**src/rtl/hazard_detection_unit.sv**
```systemverilog
// Stall/bubble controller beside the ID stage: load-use and non-forwarded RAW hazards,
// data-memory wait freezing with a sticky timeout, and a saturating stall-cycle counter.
package hazard_detection_unit_pkg;
    localparam int REG_FILE_ADDR_LEN = 5;
endpackage

module hazard_detection_unit
    import hazard_detection_unit_pkg::*;
#(
    parameter int MAX_WAIT = 16,
    parameter int CNT_W    = 32
) (
    input  logic                         clk,
    input  logic                         rst,
    input  logic                         forward_en,
    input  logic [REG_FILE_ADDR_LEN-1:0] src1_ID,
    input  logic [REG_FILE_ADDR_LEN-1:0] src2_ID,
    input  logic                         two_src_ID,
    input  logic [REG_FILE_ADDR_LEN-1:0] dest_EXE,
    input  logic                         WB_EN_EXE,
    input  logic                         MEM_R_EN_EXE,
    input  logic [REG_FILE_ADDR_LEN-1:0] dest_MEM,
    input  logic                         WB_EN_MEM,
    input  logic                         MEM_R_EN_MEM,
    input  logic                         MEM_W_EN_MEM,
    input  logic                         mem_ready,
    output logic                         hazard_stall,
    output logic                         bubble_EXE,
    output logic                         mem_stall,
    output logic                         mem_timeout,
    output logic [CNT_W-1:0]             stall_cycles
);
    localparam int RFAL   = REG_FILE_ADDR_LEN;
    localparam int WAIT_W = (MAX_WAIT > 1) ? $clog2(MAX_WAIT) : 1;
    localparam logic [WAIT_W-1:0] WAIT_LAST = WAIT_W'(MAX_WAIT - 1);

    typedef enum logic [1:0] {RUN, MEM_WAIT, TIMEOUT} state_t;

    state_t            state_reg;
    logic [WAIT_W-1:0] wait_cnt_reg;
    logic              mem_timeout_reg;
    logic [CNT_W-1:0]  stall_cycles_reg;

    // Producer slot 0 is the EXE instruction, slot 1 the MEM instruction.
    logic [RFAL-1:0] prod_dest [2];
    logic [1:0]      prod_wb_en;
    logic [1:0]      prod_hit;
    logic            raw_hz;
    logic            mem_acc;
    logic            mem_stall_now;
    logic            stall_any;

    assign prod_dest[0]  = dest_EXE;
    assign prod_dest[1]  = dest_MEM;
    assign prod_wb_en[0] = WB_EN_EXE;
    assign prod_wb_en[1] = WB_EN_MEM;

    for (genvar gi = 0; gi < 2; gi++) begin : g_hit
        assign prod_hit[gi] = prod_wb_en[gi] && (prod_dest[gi] != '0) &&
                              ((src1_ID == prod_dest[gi]) ||
                               (two_src_ID && (src2_ID == prod_dest[gi])));
    end

    // With forwarding only a load still in EXE cannot be bypassed in time.
    assign raw_hz  = forward_en ? (prod_hit[0] & MEM_R_EN_EXE) : (|prod_hit);
    assign mem_acc = MEM_R_EN_MEM | MEM_W_EN_MEM;

    always_comb begin
        mem_stall_now = 1'b0;
        case (state_reg)
            RUN:      mem_stall_now = mem_acc & ~mem_ready;
            MEM_WAIT: mem_stall_now = ~mem_ready;
            TIMEOUT:  mem_stall_now = 1'b1;
            default:  mem_stall_now = 1'b0;
        endcase
    end

    // A frozen pipe holds ID/EXE, so the hazard path is masked behind a memory stall.
    assign mem_stall    = ~rst & mem_stall_now;
    assign hazard_stall = ~rst & ~mem_stall_now & raw_hz;
    assign bubble_EXE   = hazard_stall;
    assign stall_any    = mem_stall | hazard_stall;
    assign mem_timeout  = mem_timeout_reg;
    assign stall_cycles = stall_cycles_reg;

    always_ff @(posedge clk) begin
        if (rst) begin
            state_reg       <= RUN;
            wait_cnt_reg    <= '0;
            mem_timeout_reg <= 1'b0;
        end else begin
            case (state_reg)
                RUN: begin
                    if (mem_stall_now) begin
                        if (MAX_WAIT == 1) begin
                            state_reg       <= TIMEOUT;
                            mem_timeout_reg <= 1'b1;
                        end else begin
                            state_reg    <= MEM_WAIT;
                            wait_cnt_reg <= WAIT_W'(1);
                        end
                    end
                end
                MEM_WAIT: begin
                    if (mem_ready) begin
                        state_reg    <= RUN;
                        wait_cnt_reg <= '0;
                    end else if (wait_cnt_reg == WAIT_LAST) begin
                        state_reg       <= TIMEOUT;
                        mem_timeout_reg <= 1'b1;
                    end else begin
                        wait_cnt_reg <= wait_cnt_reg + WAIT_W'(1);
                    end
                end
                TIMEOUT: begin
                    state_reg <= TIMEOUT;
                end
                default: begin
                    state_reg <= RUN;
                end
            endcase
        end
    end

    always_ff @(posedge clk) begin
        if (rst) begin
            stall_cycles_reg <= '0;
        end else if (stall_any && (stall_cycles_reg != '1)) begin
            stall_cycles_reg <= stall_cycles_reg + CNT_W'(1);
        end
    end

endmodule

```
**config.mk**
```make
export PLATFORM = sky130hd
export DESIGN_NAME = hazard_detection_unit
export DESIGN_NICKNAME = d
export VERILOG_FILES = /design/src/rtl/hazard_detection_unit.sv
export SDC_FILE = /design/constraint.sdc
export NUM_CORES = 1
export LEC_CHECK = 0
export ABC_AREA = 0
export CORE_ASPECT_RATIO = 0.8
export CORE_MARGIN = 4
export CORE_UTILIZATION = 49
export CTS_BUF_LIST = sky130_fd_sc_hd__clkbuf_8
export DETAILED_ROUTE_END_ITERATION = 8
export PLACE_DENSITY_LB_ADDON = 0.1
export SLEW_MARGIN = 20
export SYNTH_ARGS = -nofsm -noshare
export SYNTH_HDL_FRONTEND = slang
export SYNTH_SLANG_ARGS = --single-unit
```
**constraint.sdc**
```tcl
create_clock -name clk -period 2.6 [get_ports clk]
set_clock_uncertainty 0.1 [all_clocks]
set_input_delay 0.26 -clock clk [delete_from_list [all_inputs] [get_ports clk]]
set_output_delay 0.26 -clock clk [all_outputs]
set_load 0.005 [all_outputs]
```
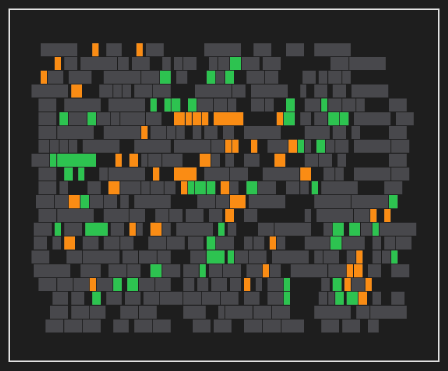
*Gate-type map, run 1*
green -> nand cells  # cells 49, most used nand3_1
orange -> nor cells  # cells 44, most used nor2_1

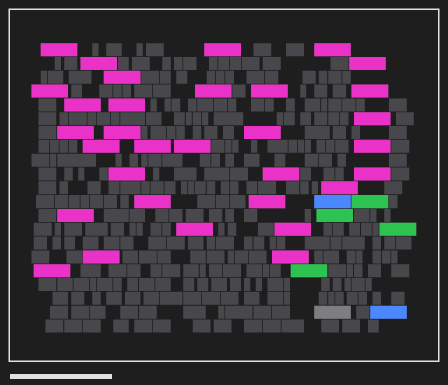
*Register map, names as in the netlist, run 1*
Bar = 20 microns. Other sequential cells in the stronger grey, the rest of the logic in the fainter grey.
green -> wait_cnt_reg  # sequential cells 4, where middle right
blue -> state_reg  # sequential cells 2
magenta -> stall_cycles  # sequential cells 32
Core Util, Final: 73.4%
Reg area: 781 sq um
seq pwr: 608 uW
fraction of area in registers: 24.5%

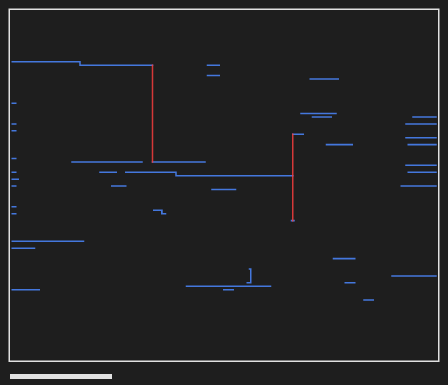
*Signal wires by layer, run 1*
Bar = 20 microns. Only two layers are drawn.
blue -> M3  # wire length 236 microns
red -> M4  # wire length 36.0 microns
drt wl/cell: 14.3 microns
vias: 2320
wirelength, routed: 5.95 mm

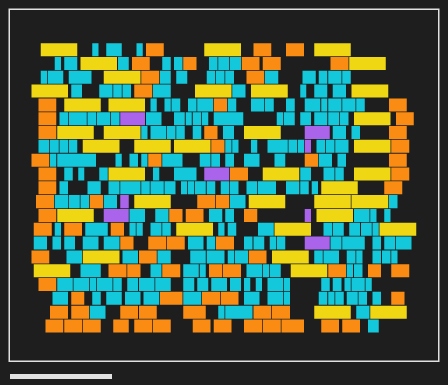
*Placement by cell class, run 1*
Bar = 20 microns.
orange -> remaining buffers and delay cells  # cells 82
yellow -> registers  # cells 39
cyan -> remaining logic cells  # cells 231
purple -> clock drivers and dummy loads  # cells 8
Core Footprint: 4340 sq um
row cnt: 21

==> impl_metrics.yaml, run 1 <==
# physical design summary
sta:
  post-route-period-util_pct: 97.1
setup_path:
  cp_max_fo: 3
  cpPeakStageDelay_ps: 550
  endpoint: "bubble_EXE"
  crit_path_end_kind: "output port"
  slowest_stage: "clkdlybuf4s50_1"
  rr_worst_depth: 5
  crit_top_cell: "clkdlybuf4s50_1"
  ff2ff_setup_slack_ps: 190
  r2r-start: "stall_cycles[5]$_SDFFE_PP0P_"
synth:
  ys_seq_share_pct: 34.2
  ys_cells: 281
  avgSynthCellArea_sq_um: 8.11
  synth_warnings: 0
  synth_cells: 281
  synth-seq-cells: 39
  edf_count: 0
  synth_top_area_share_pct: 34.2
  aoi_share_pct: 16.8
  yosys.area_share.adder_pct: 1.10
placement:
  dp_hpwl_mm: 4.63
finish:
  nets: 391
  biggestCellCategory: "multi-input combinational cells"
  design_area_sq_um: 3180
  final-nonclk-buf-share_pct: 24.7
  ff_count: 39
  final_cells: 417
route:
  m1WireLength_mm: 2.83
  dr_wl_met2_mm: 2.84
clocking:
  worstSkewPairLatency_ps: 290
  cts_root_buf: "clkbuf_8"
  post_cts_resized: 1
  cts_tree: "built"
  cts_setup_buffers: 0
global_route:
  grt_pass1_wl_mm: 9.94
  antenna_found_initial: 0
  use_met2_pct: 32.7
power_and_ir_drop:
  power_frac_seq_pct: 52.3
  pg_clk_uw: 388
  internal_power_uw: 876
  powerDensity_nw_per_um2: 365
  ir_worst_vdd_mv: 0.294
die:
  chipArea_sq_um: 5810
  fp-utilization_pct: 52.6
hold_path:
  worstHoldPathCells: 2
status:
  outcome: "complete, no violations"
==> inputs of run 2 (changes only) <==
==> constraint.sdc (replaced) <==
create_clock -name clk -period 2.6 [get_ports clk]
set_clock_uncertainty 0.1 [all_clocks]
set_input_delay 0.65 -clock clk [delete_from_list [all_inputs] [get_ports clk]]
set_output_delay 0.65 -clock clk [all_outputs]
set_load 0.005 [all_outputs]
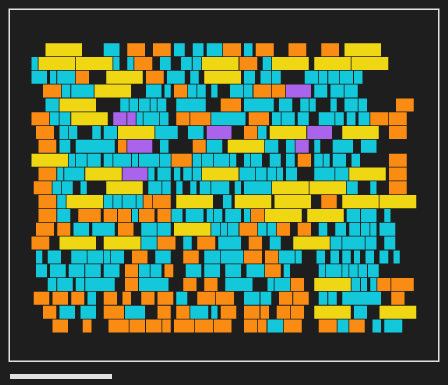
*Placement by cell class, run 2*
Bar = 20 microns.
orange -> remaining buffers and delay cells  # cells 104
yellow -> registers  # cells 39
cyan -> remaining logic cells  # cells 231
purple -> clock drivers and dummy loads  # cells 8

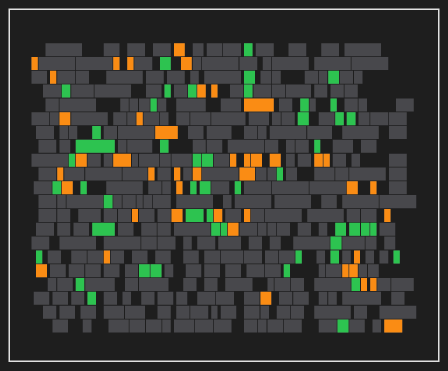
*Gate-type map, run 2*
orange -> nor cells  # cells 44, most used nor2_1
green -> nand cells  # cells 49, most used nand3_1

==> run 2 against run 1 <==
Effect of this change:
- the run now ends with negative setup slack left
- design area increased by 7.6%
- clock power increased by 5%
- setup slack got worse by 110 ps
- power increased by 4.6%
- core utilization increased by 5.6 points
- highest routed layer unchanged
==> impl_metrics.yaml, run 2 <==
# physical design summary
status:
  outcome: "finished with violations"
  violations: "negative setup slack"
clocking:
  post_cts_resized: 70
  cts_root_buf: "clkbuf_8"
  cts_setup_buffers: 7
  cts_tree: "built"
global_route:
  grt_pass1_wl_mm: 10.6
  antenna_found_initial: 0
route:
  wl_per_cell_microns: 15.4
  num_vias: 2497
  routed_wl_mm: 6.74
synth:
  yosys.area_share.adder_pct: 1.10
  edf_count: 0
  synth_cells: 281
  synth-seq-cells: 39
  synth_warnings: 0
  ys_seq_share_pct: 34.2
  ys_cells: 281
sta:
  setup_slack_ps: -36.6
  post-route-period-util_pct: 101
  setup_viol: 2
finish:
  sh_seq_area_pct: 22.8
  nets: 413
  biggestCellCategory: "multi-input combinational cells"
  regArea_sq_um: 781
  utilization_pct: 79.0
setup_path:
  cpPeakStageDelay_ps: 530
  rr_worst_depth: 5
  r2r-start: "stall_cycles[5]$_SDFFE_PP0P_"
  endpoint: "hazard_stall"
  slowest_stage: "or4_4"
power_and_ir_drop:
  internal_power_uw: 898
  pg_clk_uw: 407
  ir_worst_vdd_mv: 0.252
  powerDensity_nw_per_um2: 355
placement:
  dp_hpwl_mm: 4.64
hold_path:
  worstHoldPathCells: 2
die:
  coreArea_sq_um: 4340
  placementRows: 21
  chipArea_sq_um: 5810
==> inputs of run 3 (changes only) <==
HOLD_SLACK_MARGIN = 0.15   (was default)
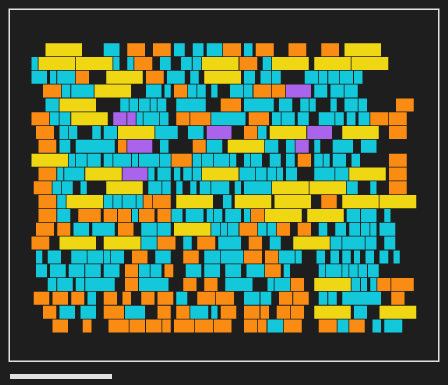
*Placement by cell class, run 3*
Bar = 20 microns.
orange -> remaining buffers and delay cells  # cells 104
cyan -> remaining logic cells  # cells 231
yellow -> registers  # cells 39
purple -> clock drivers and dummy loads  # cells 8
Final Cell Area: 3420 sq um
fraction of area in registers: 22.8%
Core Util, Final: 79.0%

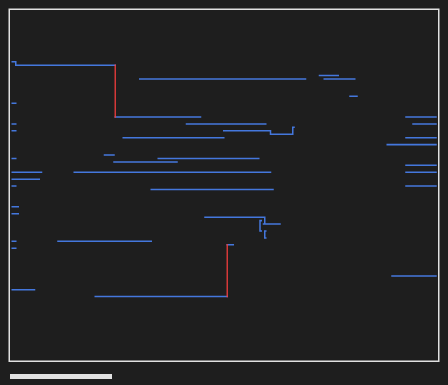
*Signal wires by layer, run 3*
Bar = 20 microns. Only two layers are drawn.
red -> M4  # wire length 20.4 microns
blue -> M3  # wire length 370 microns

==> run 3 against run 2 <==
Effect of this change:
- area after synthesis unchanged
- sequential power about the same
- the run still ends with negative setup slack left
- clock power about the same
- highest routed layer unchanged
- core utilization unchanged
- design area unchanged
- largest cell class unchanged
- sequential cell count unchanged
==> impl_metrics.yaml, run 3 <==
# physical design summary
placement:
  place.gp.congestion: 0.852
  dp_hpwl_mm: 4.64
  place_area_sq_um: 3160
setup_path:
  endpoint: "hazard_stall"
  r2r-start: "stall_cycles[5]$_SDFFE_PP0P_"
  r2r-end: "stall_cycles[28]$_SDFFE_PP0P_"
  rr_worst_depth: 5
  crit_buf_inv: 2
  cpPeakStageDelay_ps: 530
  slowest_stage: "or4_4"
  crit_path_end_kind: "output port"
power_and_ir_drop:
  leakage_nw: 1.26
  ir_worst_vdd_mv: 0.252
  powerDensity_nw_per_um2: 355
  power.total_mw: 1.22
  internal_power_uw: 898
  sw_frac_of_total_pct: 26.1
  pwr-share-comb_pct: 16.7
  pg_clk_uw: 407
  top_power_group: "registers"
finish:
  drive_gt1_share_pct: 23.0
  ff_count: 39
  regArea_sq_um: 781
  diodes: 0
  lay_top_count: "dfxtp_1"
  nets: 413
  nNonClkInverters: 6
  clkbuf_count: 5
  biggestCellCategory: "multi-input combinational cells"
flow_run:
  warnings: 28
route:
  num_vias: 2497
  initialDrtViolationCount: 115
  top_layer_used: "met4"
  routed_wl_mm: 6.74
  wl_met3_microns: 370
  wl_per_cell_microns: 15.4
die:
  chipArea_sq_um: 5810
  placementRows: 21
  fp-utilization_pct: 52.6
  nWellTaps: 57
  coreArea_sq_um: 4340
sta:
  setup_viol: 2
  setup_slack_ps: -36.6
  max_slew_margin_pct: 74.8
  post-route-period-util_pct: 101
synth:
  ff_type: "dfxtp_1"
  synth.top_cells.by_count: "39 x dfxtp_1, 25 x nor2_1, 22 x a21oi_1, 20 x xnor2_1, 18 x nand3_1"
  ys_cells: 281
  synth_warnings: 0
  synth-seq-cells: 39
  synth_chip_area_sq_um: 2280
  ys_seq_share_pct: 34.2
  edf_count: 0
  yosys.area_share.adder_pct: 1.10
  ys_sh_simple_pct: 31.1
  aoi_share_pct: 16.8
  synth_cells: 281
clocking:
  cts_tree: "built"
  cts_root_buf: "clkbuf_8"
  cts_sinks: 39
  post_cts_resized: 70
  cts_setup_buffers: 7
global_route:
  grt_pass1_vias: 2235
  antenna_found_initial: 0
  grt_pass1_wl_mm: 10.6
status:
  violations: "negative setup slack"
  outcome: "finished with violations"
hold_path:
  worstHoldPathCells: 2
  min-delay-path-class: "flop to flop"
No activity file was given, so power comes from the tool's default toggle rates.
